[config.mk]
export PLATFORM = sky130hd
export DESIGN_NAME = bcd_share_arb
export DESIGN_NICKNAME = d
export VERILOG_FILES = /design/src/rtl/bcd_pkg.sv /design/src/rtl/bcd.sv /design/src/rtl/bcd_share_arb.sv
export SDC_FILE = /design/constraint.sdc
export NUM_CORES = 1
export LEC_CHECK = 0
export CORE_MARGIN = 2
export CORE_UTILIZATION = 49
export DETAILED_ROUTE_END_ITERATION = 6
export PLACE_DENSITY = 0.86
export SYNTH_ARGS = -nofsm -noshare
export SYNTH_HDL_FRONTEND = slang
export SYNTH_SLANG_ARGS = --single-unit
export TNS_END_PERCENT = 100
[constraint.sdc]
create_clock -name clk -period 5.27 [get_ports clk]
set_input_delay 0.7905 -clock clk [delete_from_list [all_inputs] [get_ports clk]]
set_output_delay 0.7905 -clock clk [all_outputs]
set_load 0.02 [all_outputs]
[src/rtl/bcd_pkg.sv]
// rtl/bcd_pkg.sv - shared widths, FSM state and digit bundle for the BCD arbiter slice
package bcd_pkg;

    localparam int BCD_IN_W  = 8;
    localparam int BCD_DIG_W = 4;

    typedef enum logic [1:0] {
        IDLE = 2'd0,
        CALC = 2'd1,
        RESP = 2'd2
    } bcd_arb_state_t;

    typedef struct packed {
        logic [BCD_DIG_W-1:0] hundreds;
        logic [BCD_DIG_W-1:0] tens;
        logic [BCD_DIG_W-1:0] ones;
    } bcd3_t;

endpackage

[src/rtl/bcd.sv]
// rtl/bcd.sv - combinational 8-bit binary to three-digit BCD converter (shift-and-add-3)
module bcd
    import bcd_pkg::*;
(
    input  logic [BCD_IN_W-1:0] bin,
    output bcd3_t               digits
);

    localparam int SH_W = 3 * BCD_DIG_W + BCD_IN_W;

    logic [SH_W-1:0] sh;

    always_comb begin
        sh = '0;
        sh[BCD_IN_W-1:0] = bin;
        for (int i = 0; i < BCD_IN_W; i++) begin
            if (sh[19:16] >= 4'd5) sh[19:16] = sh[19:16] + 4'd3;
            if (sh[15:12] >= 4'd5) sh[15:12] = sh[15:12] + 4'd3;
            if (sh[11:8]  >= 4'd5) sh[11:8]  = sh[11:8]  + 4'd3;
            sh = sh << 1;
        end
    end

    assign digits.hundreds = sh[19:16];
    assign digits.tens     = sh[15:12];
    assign digits.ones     = sh[11:8];

endmodule

[src/rtl/bcd_share_arb.sv]
// rtl/bcd_share_arb.sv - round-robin sharing of one bcd converter between N_REQ requesters
module bcd_share_arb
    import bcd_pkg::*;
#(
    parameter int N_REQ = 4,
    parameter int ID_W  = 2
) (
    input  logic                      clk,
    input  logic                      rst_n,
    input  logic [N_REQ-1:0]          req_valid,
    input  logic [BCD_IN_W*N_REQ-1:0] req_data,
    output logic [N_REQ-1:0]          req_ready,
    output logic                      rsp_valid,
    input  logic                      rsp_ready,
    output logic [ID_W-1:0]           rsp_id,
    output logic [BCD_IN_W-1:0]       rsp_bin,
    output logic [BCD_DIG_W-1:0]      rsp_hundreds,
    output logic [BCD_DIG_W-1:0]      rsp_tens,
    output logic [BCD_DIG_W-1:0]      rsp_ones,
    output logic                      busy
);

    bcd_arb_state_t        state_q, state_d;
    logic [ID_W-1:0]       rr_ptr;
    logic [BCD_IN_W-1:0]   op_q;
    logic [ID_W-1:0]       id_q;
    bcd3_t                 conv;
    bcd3_t                 rsp_dig_q;

    logic                  found;
    logic [ID_W-1:0]       win;
    logic [ID_W-1:0]       next_ptr;
    logic [BCD_IN_W-1:0]   sel_data;
    logic                  grant;

    function automatic logic [ID_W-1:0] wrap_add(input logic [ID_W-1:0] base, input int offs);
        int s;
        s = int'(base) + offs;
        if (s >= N_REQ) s = s - N_REQ;
        return ID_W'(s);
    endfunction

    // First valid index at or after rr_ptr, scanning upward with wrap.
    always_comb begin
        found = 1'b0;
        win   = '0;
        for (int k = 0; k < N_REQ; k++) begin
            if (!found && req_valid[wrap_add(rr_ptr, k)]) begin
                found = 1'b1;
                win   = wrap_add(rr_ptr, k);
            end
        end
    end

    always_comb begin
        sel_data = '0;
        for (int i = 0; i < N_REQ; i++) begin
            if (win == ID_W'(i)) sel_data = req_data[BCD_IN_W*i +: BCD_IN_W];
        end
    end

    assign next_ptr = (win == ID_W'(N_REQ - 1)) ? '0 : win + 1'b1;

    always_ff @(posedge clk or negedge rst_n) begin
        if (!rst_n) state_q <= IDLE;
        else        state_q <= state_d;
    end

    always_comb begin
        state_d   = state_q;
        grant     = 1'b0;
        req_ready = '0;
        case (state_q)
            IDLE: begin
                if (found) begin
                    grant     = 1'b1;
                    req_ready = N_REQ'(1) << win;
                    state_d   = CALC;
                end
            end
            CALC:    state_d = RESP;
            RESP:    if (rsp_ready) state_d = IDLE;
            default: state_d = IDLE;
        endcase
        // The grant strobe must not leak out while reset is held.
        if (!rst_n) begin
            grant     = 1'b0;
            req_ready = '0;
        end
    end

    bcd u_bcd (
        .bin    (op_q),
        .digits (conv)
    );

    always_ff @(posedge clk or negedge rst_n) begin
        if (!rst_n) begin
            rr_ptr    <= '0;
            op_q      <= '0;
            id_q      <= '0;
            rsp_id    <= '0;
            rsp_bin   <= '0;
            rsp_dig_q <= '0;
        end else begin
            if (grant) begin
                op_q   <= sel_data;
                id_q   <= win;
                rr_ptr <= next_ptr;
            end
            if (state_q == CALC) begin
                rsp_id    <= id_q;
                rsp_bin   <= op_q;
                rsp_dig_q <= conv;
            end
        end
    end

    assign rsp_valid    = (state_q == RESP);
    assign busy         = (state_q != IDLE);
    assign rsp_hundreds = rsp_dig_q.hundreds;
    assign rsp_tens     = rsp_dig_q.tens;
    assign rsp_ones     = rsp_dig_q.ones;

endmodule

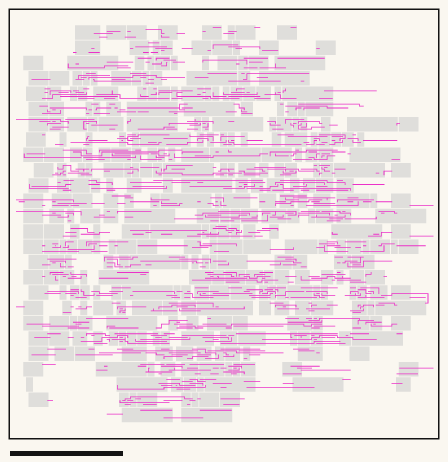
*Met1 routing, run 1*
Bar = 20 um. Cells faint in the background.
- nets with wire on the layer: 359
- share of all routed wire: 44%
- main direction: horizontal
- wire length on this layer: 2520 um
- longest straight run: 19.3 um
routed wire length: 5.784 mm
routed via count: 2390
GR Layer Usage met1: 26.42%

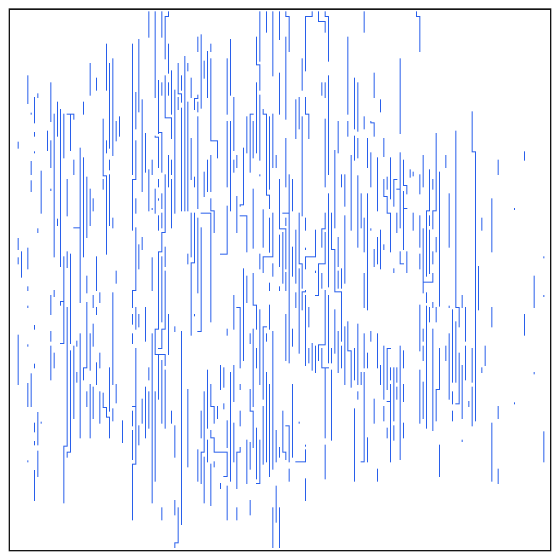
*The metal 2 layer, run 1*
- wire length on this layer: 2790 um
- longest straight run: 37.9 um
GR Util met2: 35.18%

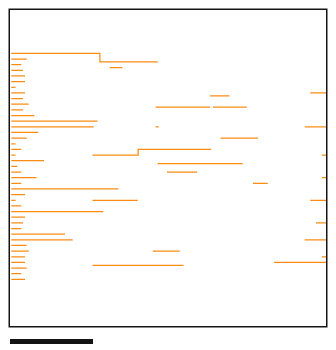
*Signal wires on met3, run 1*
Bar = 20 um.
- main direction: horizontal
- nets with wire on the layer: 58
GR Layer Usage met3: 5.924%

==> run_results.csv, run 1 <==
group,metric,value,unit
critical_path,worstSetupPathType,"reg2reg",
route,drc,0,
layout,layout.area.seq,825.8,um2
synth,ys_seq_share,32.45,%
synth,synth.cellmix.compoundShare,26.79,%
layout,drive_gt1_share,8.493,%
placement,placed_cells,427,
route,drt_iter0_drc,118,
floorplanning,core_area,5075,um2
placement,post_dp_cell_area,3197,um2
final_timing,hold_slack,0.4763,ns
flow_run,drv_cap,0,
synth,flop_cell,"dfrtp_1",
placement,dpl.hpwl,4.385,mm
synth,ys_area,2545,um2
critical_path,worstPathMaxFanout,9,
clock_tree,clock-sinks,33,
global_route,antenna_found_initial,0,
clock_tree,cts_buffer_depth,2,
layout,lay_top_count,"clkdlybuf4s50_1",
final_timing,rsz0062_at_grt,"false",
final_timing,slew_headroom,38.53,%
synth,topCellsByArea,"dfrtp_1 32%, nand2_1 6.2%, ha_1 5.9%, a21oi_1 4.9%, nor2_1 4.3%",
global_route,grt_max_degree,38,
final_timing,final.period_utilization,90.70,%
synth,syn_area_per_cell,8.236,um2
clock_tree,post_cts_resized,0,
final_timing,setup_violations,0,
clock_tree,cts_tree,"done",
critical_path,critPathLaunchType,"flip-flop",
clock_tree,clockRootBuffer,"clkbuf_8",
final_timing,fmax,209.2,MHz
clock_tree,cts_made_buffers,5,
route,antenna_left,0,
outcome,status,"complete, no violations",
global_route,overflow,0,
clock_tree,htreeDepth,2,
critical_path,endpoint_kind,"flip-flop",
floorplanning,die_area,5786,um2
synth,xor_area_share,2.016,%
flow_run,warning_count,32,
route,vias_per_cell,5.494,
global_route,grt_pass1_vias,2265,
layout,final_cells,435,
layout,layout.nets,415,
floorplanning,rows,26,
synth,syn_area,2545,um2
final_timing,tightestPinTransition,0.9202,ns
final_timing,hold_viol_final,0,
layout,diodes,0,
layout,final_area,3293,um2
final_timing,setup_ws,0.4900,ns
synth,logic_family,"AND-OR/OR-AND gates",
synth,largest_area_cell,"dfrtp_1",
synth,synthAdderAreaFrac,5.900,%
final_timing,layout_min_cycle_time,4.780,ns
floorplanning,io_pins,67,
clock_tree,clkLatencyLatePin,0.29,ns
route,wire_per_inst,13.30,um
placement,dp_slack,0.3587,ns
layout,synthToLayoutAreaGrowth,29.40,%
global_route,grt_pass1_wl,10.17,mm
final_timing,final_max_slew_viol_count,0,
layout,logic_area,1578,um2
route,drt_pass1_iterations,4,
clock_tree,postCtsSetupBuffers,0,
critical_path,arrival,4.96,ns
synth,synth-async-reset-ratio,100.0,%
synth,synthMuxAreaShare,3.687,%
-- run 1: synthesized netlist by cell type, drive strengths merged (4+ instances only) --
cell    number
clkbuf      13
nor2        29
a21o         4
inv         14
o211ai       5
nand2       42
dfrtp       33
nor2b        4
ha          12
buf          7
and3         6
a21oi       26
o21ai       21
a211oi       5
nand2b       9
xnor2        4
nand3        6
mux2         5
a22oi        9
-- run 1: state kept, by name (all words and copies together) (netlist names) --
register and flops:
rsp_hundreds 2, rsp_ones 3, op_q 8, state_q 2
rsp_id 2, rsp_bin 8, rr_ptr 2, id_q 2
rsp_tens 4
-- run 1: per-layer routing --
| layer | GRT usage, % | part of all wire [%] |
|---|---|---|
| met3 | 5.924 | 7.2 |
| met1 | 26.42 | 44 |
| met4 | 8.182 | 0.92 |
| met5 | 0 | 0 |
| met2 | 35.18 | 48 |
-- run 1: area by class of cell --
cell class	instances	area share (%)
Clock buffer	5	2.090
Inverter	14	1.596
Multi-Input combinational cell	243	47.91
Timing Repair Buffer	67	20.14
Tap cell	70	2.660
Clock inverter	3	0.5319
Sequential cell	33	25.08
-- run 1: logic make-up (layout without fill, tap and decap cells) --
family / Yosys count / in the layout
AND/OR/NAND/NOR: 117 / 117
AND-OR/OR-AND: 99 / 99
buffers and inverters: 34 / 89
flip-flops: 33 / 33
adder cells (fa/ha/maj): 12 / 12
multiplexers: 8 / 8
XOR/XNOR: 5 / 5
other: 1 / 2
-- run 1: stage by stage --
stage	utilization (%)
2_1_floorplan	-
3_3_place_gp	62.99
3_5_place_dp	62.99
4_1_cts	64.69
5_1_grt	64.89
6_report	64.89
-- run 1: worst paths after layout --
| check | start | endpoint | slack [ns] | cells past startpoint |
|---|---|---|---|---|
| max | op_q[6]$_DFFE_PN0P_ | rsp_hundreds[0]$_DFFE_PN0N_ | 0.49 | 20 |
| min | id_q[1]$_DFFE_PN0P_ | rsp_id[1]$_DFFE_PN0N_ | 0.48 | 2 |
| max reg2reg | op_q[6]$_DFFE_PN0P_ | rsp_hundreds[0]$_DFFE_PN0N_ | 0.49 | 20 |
| min reg2reg | id_q[1]$_DFFE_PN0P_ | rsp_id[1]$_DFFE_PN0N_ | 0.48 | 2 |
| max in group asynchronous | rst_n | rsp_bin[4]$_DFFE_PN0N_ | 4.03 | 2 |
| min in group asynchronous | rst_n | rsp_tens[3]$_DFFE_PN0N_ | 0.91 | 2 |
-- run 1: worst max-delay path: stages, from the launching register on --
cell and delay (ns):
dfrtp_1 0.46, inv_1 0.15, ha_2 0.26, o21ai_1 0.11, xnor2_2 0.26, ha_1 0.22
or2b_1 0.28, a32oi_4 0.35, xnor2_1 0.22, inv_1 0.11, ha_1 0.23, nand2b_1 0.18
nand3_1 0.15, o31ai_1 0.28, nand2b_1 0.17, ha_1 0.22, a21oi_1 0.08, mux2_2 0.34
and3_1 0.21, a221oi_1 0.31, nand3_2 0.10
### Cell sizes after repair, run 1

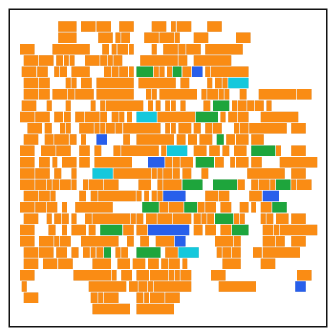

==> run 1 -> run 2 <==
--- a/config.mk
+++ b/config.mk
@@ -8,7 +8,9 @@
 export CORE_MARGIN = 2
 export CORE_UTILIZATION = 49
 export DETAILED_ROUTE_END_ITERATION = 6
+export MAX_ROUTING_LAYER = met4
 export PLACE_DENSITY = 0.86
+export RECOVER_POWER = 50
 export SYNTH_ARGS = -nofsm -noshare
 export SYNTH_HDL_FRONTEND = slang
 export SYNTH_SLANG_ARGS = --single-unit
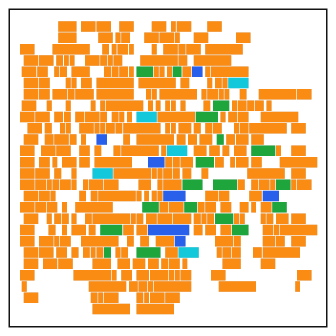
*Cell sizes after repair, run 2*
- drive 6 and up: cyan (cells 5; share 1.4%; most used clkbuf_8)
- drive 2: green (cells 18; share 4.9%; most used mux2_2)
- drive 3 to 4: blue (cells 7; share 1.9%; most used buf_4)
- drive 1 or less: orange (cells 335; share 92%; most used clkdlybuf4s50_1)
fin area: 3289 um2
Plain + repair buffers: 67

==> run 2 against run 1 <==
The run now ends with max-capacitance violations, max-slew violations left. Non-clock buffer count stayed put. Sequential share of layout area hardly changed. Via count is 0.17% higher. Area after synthesis stayed put. Hold slack better by 0.00081 ns. Critical path depth stayed put. Register-to-register slack worse by 0.02 ns. Final area is 0.11% lower. Largest cell class unchanged.
==> run_results.csv, run 2 <==
group,metric,value,unit
synth,largest_area_cell,"dfrtp_1",
route,drt_pass1_iterations,4,
floorplanning,die_area,5786,um2
critical_path,endpoint_kind,"flip-flop",
critical_path,cp_common_cell,"ha_1",
route,wire_per_inst,13.28,um
global_route,grt_max_degree,38,
clock_tree,clkLatencyLatePin,0.29,ns
synth,ys_area,2545,um2
final_timing,fmax,208.5,MHz
flow_run,warning_count,32,
final_timing,setup_tns,0,ns
synth,syn_area_per_cell,8.236,um2
route,drc,0,
layout,layout.nets,415,
route,drt_iter0_drc,131,
synth,synth_dominant_cell_count,"nand2_1",
flow_run,drv_cap,1,
layout,diodes,0,
synth,top_cells_by_count,"42 x nand2_1, 33 x dfrtp_1, 29 x nor2_1",
critical_path,worstSetupPathType,"reg2reg",
placement,dpl.hpwl,4.385,mm
route,antenna_left,0,
synth,flop_cell,"dfrtp_1",
clock_tree,clock-sinks,33,
synth,ys_seq_share,32.45,%
final_timing,final.period_utilization,91.00,%
floorplanning,io_pins,67,
critical_path,critPathLaunchType,"flip-flop",
global_route,grt_pass1_vias,2264,
synth,synth-async-reset-ratio,100.0,%
route,vias_per_cell,5.503,
clock_tree,postCtsSetupBuffers,0,
final_timing,final_max_slew_viol_count,38,
global_route,overflow,0,
placement,post_dp_cell_area,3197,um2
final_timing,hold_viol_final,0,
global_route,antenna_found_initial,0,
layout,drive_gt1_share,8.219,%
layout,lay_top_count,"clkdlybuf4s50_1",
final_timing,layout_min_cycle_time,4.796,ns
final_timing,slew_headroom,-25.14,%
final_timing,tightestPinTransition,1.877,ns
clock_tree,htreeDepth,2,
final_timing,rsz0062_at_grt,"false",
clock_tree,cts_made_buffers,5,
floorplanning,rows,26,
critical_path,arrival,4.97,ns
critical_path,required,5.45,ns
outcome,violations,"max-capacitance violations, max-slew violations",
critical_path,path_buffers,2,
critical_path,crit_slowest_cell,"dfrtp_1",
synth,syn_area,2545,um2
floorplanning,core_area,5075,um2
clock_tree,cts_buffer_depth,2,
final_timing,setup_violations,0,
critical_path,slowest_delay,0.46,ns
layout,synthToLayoutAreaGrowth,29.25,%
synth,ys_cells,309,
outcome,status,"finished with violations",
clock_tree,clockRootBuffer,"clkbuf_8",
placement,io_buffers,64,
global_route,grt_pass1_wl,10.17,mm
clock_tree,cts_tree,"done",
critical_path,cp_cell_sequence,"inv_1 -> ha_2 -> o21ai_1 -> xnor2_2 -> ha_1 -> or2b_1 -> a32oi_4 -> xnor2_1 -> inv_1 -> ha_1 -> nand2b_1 -> nand3_1 -> o31ai_1 -> nand2b_1 -> ha_1 -> a21oi_1 -> mux2_2 -> and3_1 -> a221oi_1 -> nand3_2",
synth,topCellsByArea,"dfrtp_1 32%, nand2_1 6.2%, ha_1 5.9%, a21oi_1 4.9%, nor2_1 4.3%",
critical_path,worstPathMaxFanout,9,
critical_path,crit_family,"AND-OR/OR-AND gates",
synth,synthCells,309,
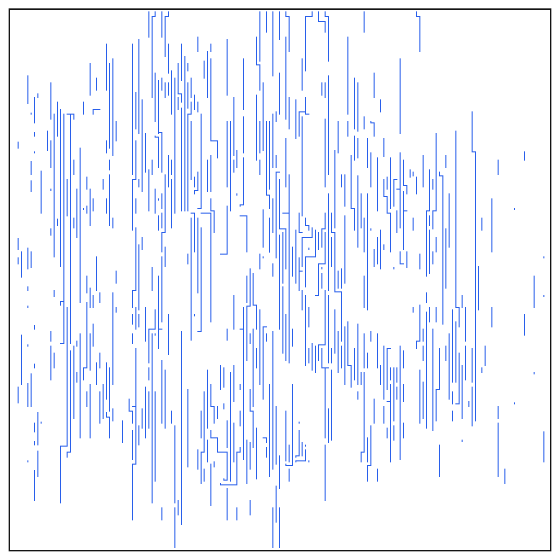
*The metal 2 layer, run 2*
- share of all routed wire: 48%
- longest straight run: 37.9 um
- main direction: vertical
routed wire length: 5.776 mm
routed via count: 2394

[run 2: logic make-up (layout without fill, tap and decap cells)]
group,count (synthesis),after routing,share of synthesized area [%]
DFF,33,33,32.45
muxes,8,8,3.687
adders and majority gates,12,12,5.900
AOI/OAI and AO/OA,99,99,26.80
and+or+nand+nor,117,117,22.91
xor gates and xnor gates,5,5,2.016
buffers and inverters,34,89,6.096
other,1,2,0.1474
[run 2: layout make-up]
| class | instances | area, um2 | share of cell area (%) |
|---|---|---|---|
| Multi-Input combinational cell | 243 | 1578 | 47.96 |
| Sequential cell | 33 | 825.8 | 25.10 |
| Timing Repair Buffer | 67 | 659.4 | 20.05 |
| Tap cell | 70 | 87.58 | 2.663 |
| Clock buffer | 5 | 68.82 | 2.092 |
| Inverter | 14 | 52.55 | 1.598 |
| Clock inverter | 3 | 17.52 | 0.5325 |
[run 2: repair_timing]
item | CTS | global route
endpoints found under the hold margin | 0 | 0
hold buffers | 0 | 0
endpoints found under the setup margin | 0 | 4
resized | 0 | 2
[run 2: path summary, 6_finish.rpt]
| check | from | to | slack (ns) | cells after the start |
|---|---|---|---|---|
| setup reg to reg | op_q[6]$_DFFE_PN0P_ | rsp_hundreds[0]$_DFFE_PN0N_ | 0.47 | 20 |
| setup / recovery | op_q[6]$_DFFE_PN0P_ | rsp_hundreds[0]$_DFFE_PN0N_ | 0.47 | 20 |
| max in group asynchronous | rst_n | rsp_bin[4]$_DFFE_PN0N_ | 2.63 | 2 |
| hold reg to reg | id_q[1]$_DFFE_PN0P_ | rsp_id[1]$_DFFE_PN0N_ | 0.48 | 2 |
| hold / removal | id_q[1]$_DFFE_PN0P_ | rsp_id[1]$_DFFE_PN0N_ | 0.48 | 2 |
| min in group asynchronous | rst_n | rsp_tens[3]$_DFFE_PN0N_ | 1.54 | 2 |
[run 2: metal layers]
layer  track usage, %  up-vias  part of all wire (%)
li1                 -     1214                     -
met1            26.80     1091                    44
met2            35.18       81                    48
met3            5.332        8                   6.9
met4            8.182        0                   1.0
met5                -        -                     0
[run 2: per-stage QoR]
| stage | hold slack (ns) | util [%] | setup slack [ns] | cells |
|---|---|---|---|---|
| 2_1_floorplan | 0.4331 | - | 0.8194 | 310 |
| 3_3_place_gp | 0.4508 | 62.99 | 0.6304 | 427 |
| 3_5_place_dp | 0.4489 | 62.99 | 0.3587 | 427 |
| 4_1_cts | 0.4734 | 64.69 | 0.3483 | 435 |
| 5_1_grt | 0.5110 | 64.82 | 0.06022 | 435 |
| 6_report | 0.4771 | 64.82 | 0.4744 | 435 |
[run 2: worst min-delay path, cell delays in order (launching register included)]
cell and delay (ns):
dfrtp_1 0.35, nand2_1 0.05, nand2_1 0.05
### Signal wires on met3, run 2

Bar = 20 um.
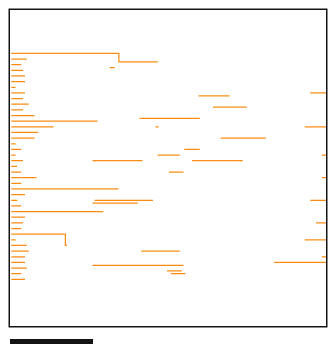

==> run 2 -> run 3 <==
--- a/config.mk
+++ b/config.mk
@@ -11,6 +11,7 @@
 export MAX_ROUTING_LAYER = met4
 export PLACE_DENSITY = 0.86
 export RECOVER_POWER = 50
+export REMOVE_ABC_BUFFERS = 1
 export SYNTH_ARGS = -nofsm -noshare
 export SYNTH_HDL_FRONTEND = slang
 export SYNTH_SLANG_ARGS = --single-unit
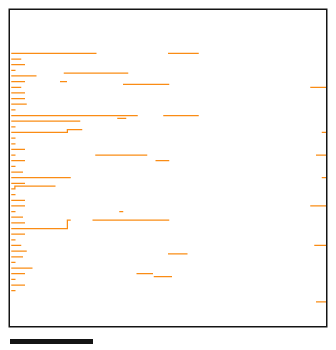
*Signal wires on met3, run 3*
Bar = 20 um.
- main direction: horizontal
- nets with wire on the layer: 57
- wire length on this layer: 310 um
- longest straight run: 30.1 um
routed via count: 2375
GR Layer Usage met3: 5.569%

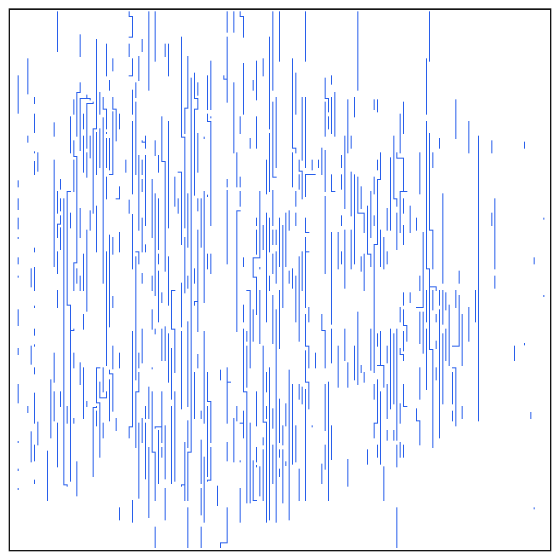
*The metal 2 layer, run 3*
GR Util met2: 37.50%
routed wire length: 5.745 mm

==> run 3 against run 2 <==
The flow now finishes without violations. Sequential cell count stayed put. Critical path depth stayed put. Via count is 0.79% lower. Wire length is 0.54% lower. Register-to-register slack worse by 0.07 ns. Synthesized cell count stayed put. Global-route usage is 0.13 points lower. Maximum frequency is 1.3% lower. Area after synthesis stayed put. Largest cell class unchanged. Highest routed layer unchanged.
==> run_results.csv, run 3 <==
group,metric,value,unit
placement,dpl.hpwl,4.306,mm
critical_path,r2r_slack,0.41,ns
hold_path,min_from,"op_q[0]$_DFFE_PN0P_",
hold_path,whs_path_depth,2,
layout,layout.nets,415,
global_route,grt_pass1_vias,2355,
hold_path,min_to,"rsp_bin[0]$_DFFE_PN0N_",
critical_path,cp_common_cell,"ha_1",
final_timing,setup_ws,0.4089,ns
synth,ys_seq_share,32.45,%
clock_tree,clock-sinks,33,
flow_run,warning_count,31,
route,antenna_left,0,
clock_tree,clockRootBuffer,"clkbuf_8",
critical_path,critPathLaunchType,"flip-flop",
synth,synthMuxAreaShare,3.687,%
synth,top_cells_by_count,"42 x nand2_1, 33 x dfrtp_1, 29 x nor2_1",
global_route,overflow,0,
layout,synthToLayoutAreaGrowth,30.38,%
final_timing,layout_min_cycle_time,4.861,ns
critical_path,crit_slowest_cell,"dfrtp_1",
floorplanning,core_area,5075,um2
synth,ys_area,2545,um2
route,wire_per_inst,13.21,um
outcome,status,"complete, no violations",
floorplanning,io_pins,67,
clock_tree,htreeDepth,2,
synth,xor_area_share,2.016,%
synth,synthCells,309,
synth,ys_cells,309,
synth,largest_area_cell,"dfrtp_1",
critical_path,slowest_delay,0.47,ns
placement,io_buffers,64,
floorplanning,rows,26,
global_route,antenna_found_initial,0,
layout,final_cells,435,
synth,synth-async-reset-ratio,100.0,%
final_timing,setup_violations,0,
clock_tree,cts_tree,"done",
clock_tree,cts_buffer_depth,2,
final_timing,tightestPinTransition,0.7451,ns
layout,drive_gt1_share,8.219,%
synth,synthAdderAreaFrac,5.900,%
[run 3: critical path: cells and delay by family (launching register included)]
family,cells,cell delay [ns]
AND-OR/OR-AND,5,1.07
adder cells (fa/ha/maj),4,0.91
multiplexers,1,0.40
flip-flops,1,0.47
buffers and inverters,2,0.27
AND/OR/NAND/NOR,6,1.12
XOR/XNOR,2,0.50
[run 3: stage by stage]
step	area [um2]	util, %
floorplan	2446	-
global placement	3197	62.99
detailed placement	3197	62.99
CTS	3312	65.26
global route	3318	65.38
finish	3318	65.38
[run 3: cell type report]
class | instances | area, um2 | area share [%]
multi-input combinational | 243 | 1578 | 47.55
sequential | 33 | 825.8 | 24.89
timing repair buffer | 67 | 659.4 | 19.87
tap | 70 | 87.58 | 2.640
clock buffer | 5 | 68.82 | 2.074
inverter | 14 | 52.55 | 1.584
clock inverter | 3 | 46.29 | 1.395
[run 3: routing by layer]
metal / vias up / part of all wire, % / track usage [%]
met2: 69 / 49 / 37.50
met4: 0 / 1.7 / 7.818
li1: 1214 / - / -
met5: - / 0 / -
met3: 9 / 5.4 / 5.569
met1: 1083 / 44 / 24.47
[run 3: cell families after synthesis]
kind of cell             after synthesis
adder cells (fa/ha/maj)               12
flip-flops                            33
other                                  1
AND/OR/NAND/NOR                      117
multiplexers                           8
XOR/XNOR                               5
AND-OR/OR-AND                         99
buffers and inverters                 34
[run 3: worst max path at each step]
stage	from	endpoint	slack, ns	cells after the start
6_report	op_q[6]$_DFFE_PN0P_	rsp_hundreds[0]$_DFFE_PN0N_	0.41	20
3_5_place_dp	op_q[6]$_DFFE_PN0P_	rsp_hundreds[0]$_DFFE_PN0N_	0.33	20
4_1_cts	op_q[6]$_DFFE_PN0P_	rsp_hundreds[0]$_DFFE_PN0N_	0.30	20
3_3_place_gp	op_q[6]$_DFFE_PN0P_	rsp_hundreds[0]$_DFFE_PN0N_	0.62	20
5_1_grt	op_q[6]$_DFFE_PN0P_	rsp_hundreds[0]$_DFFE_PN0N_	0.05	20
2_1_floorplan	op_q[6]$_DFFE_PN0P_	rsp_hundreds[0]$_DFFE_PN0N_	0.83	20
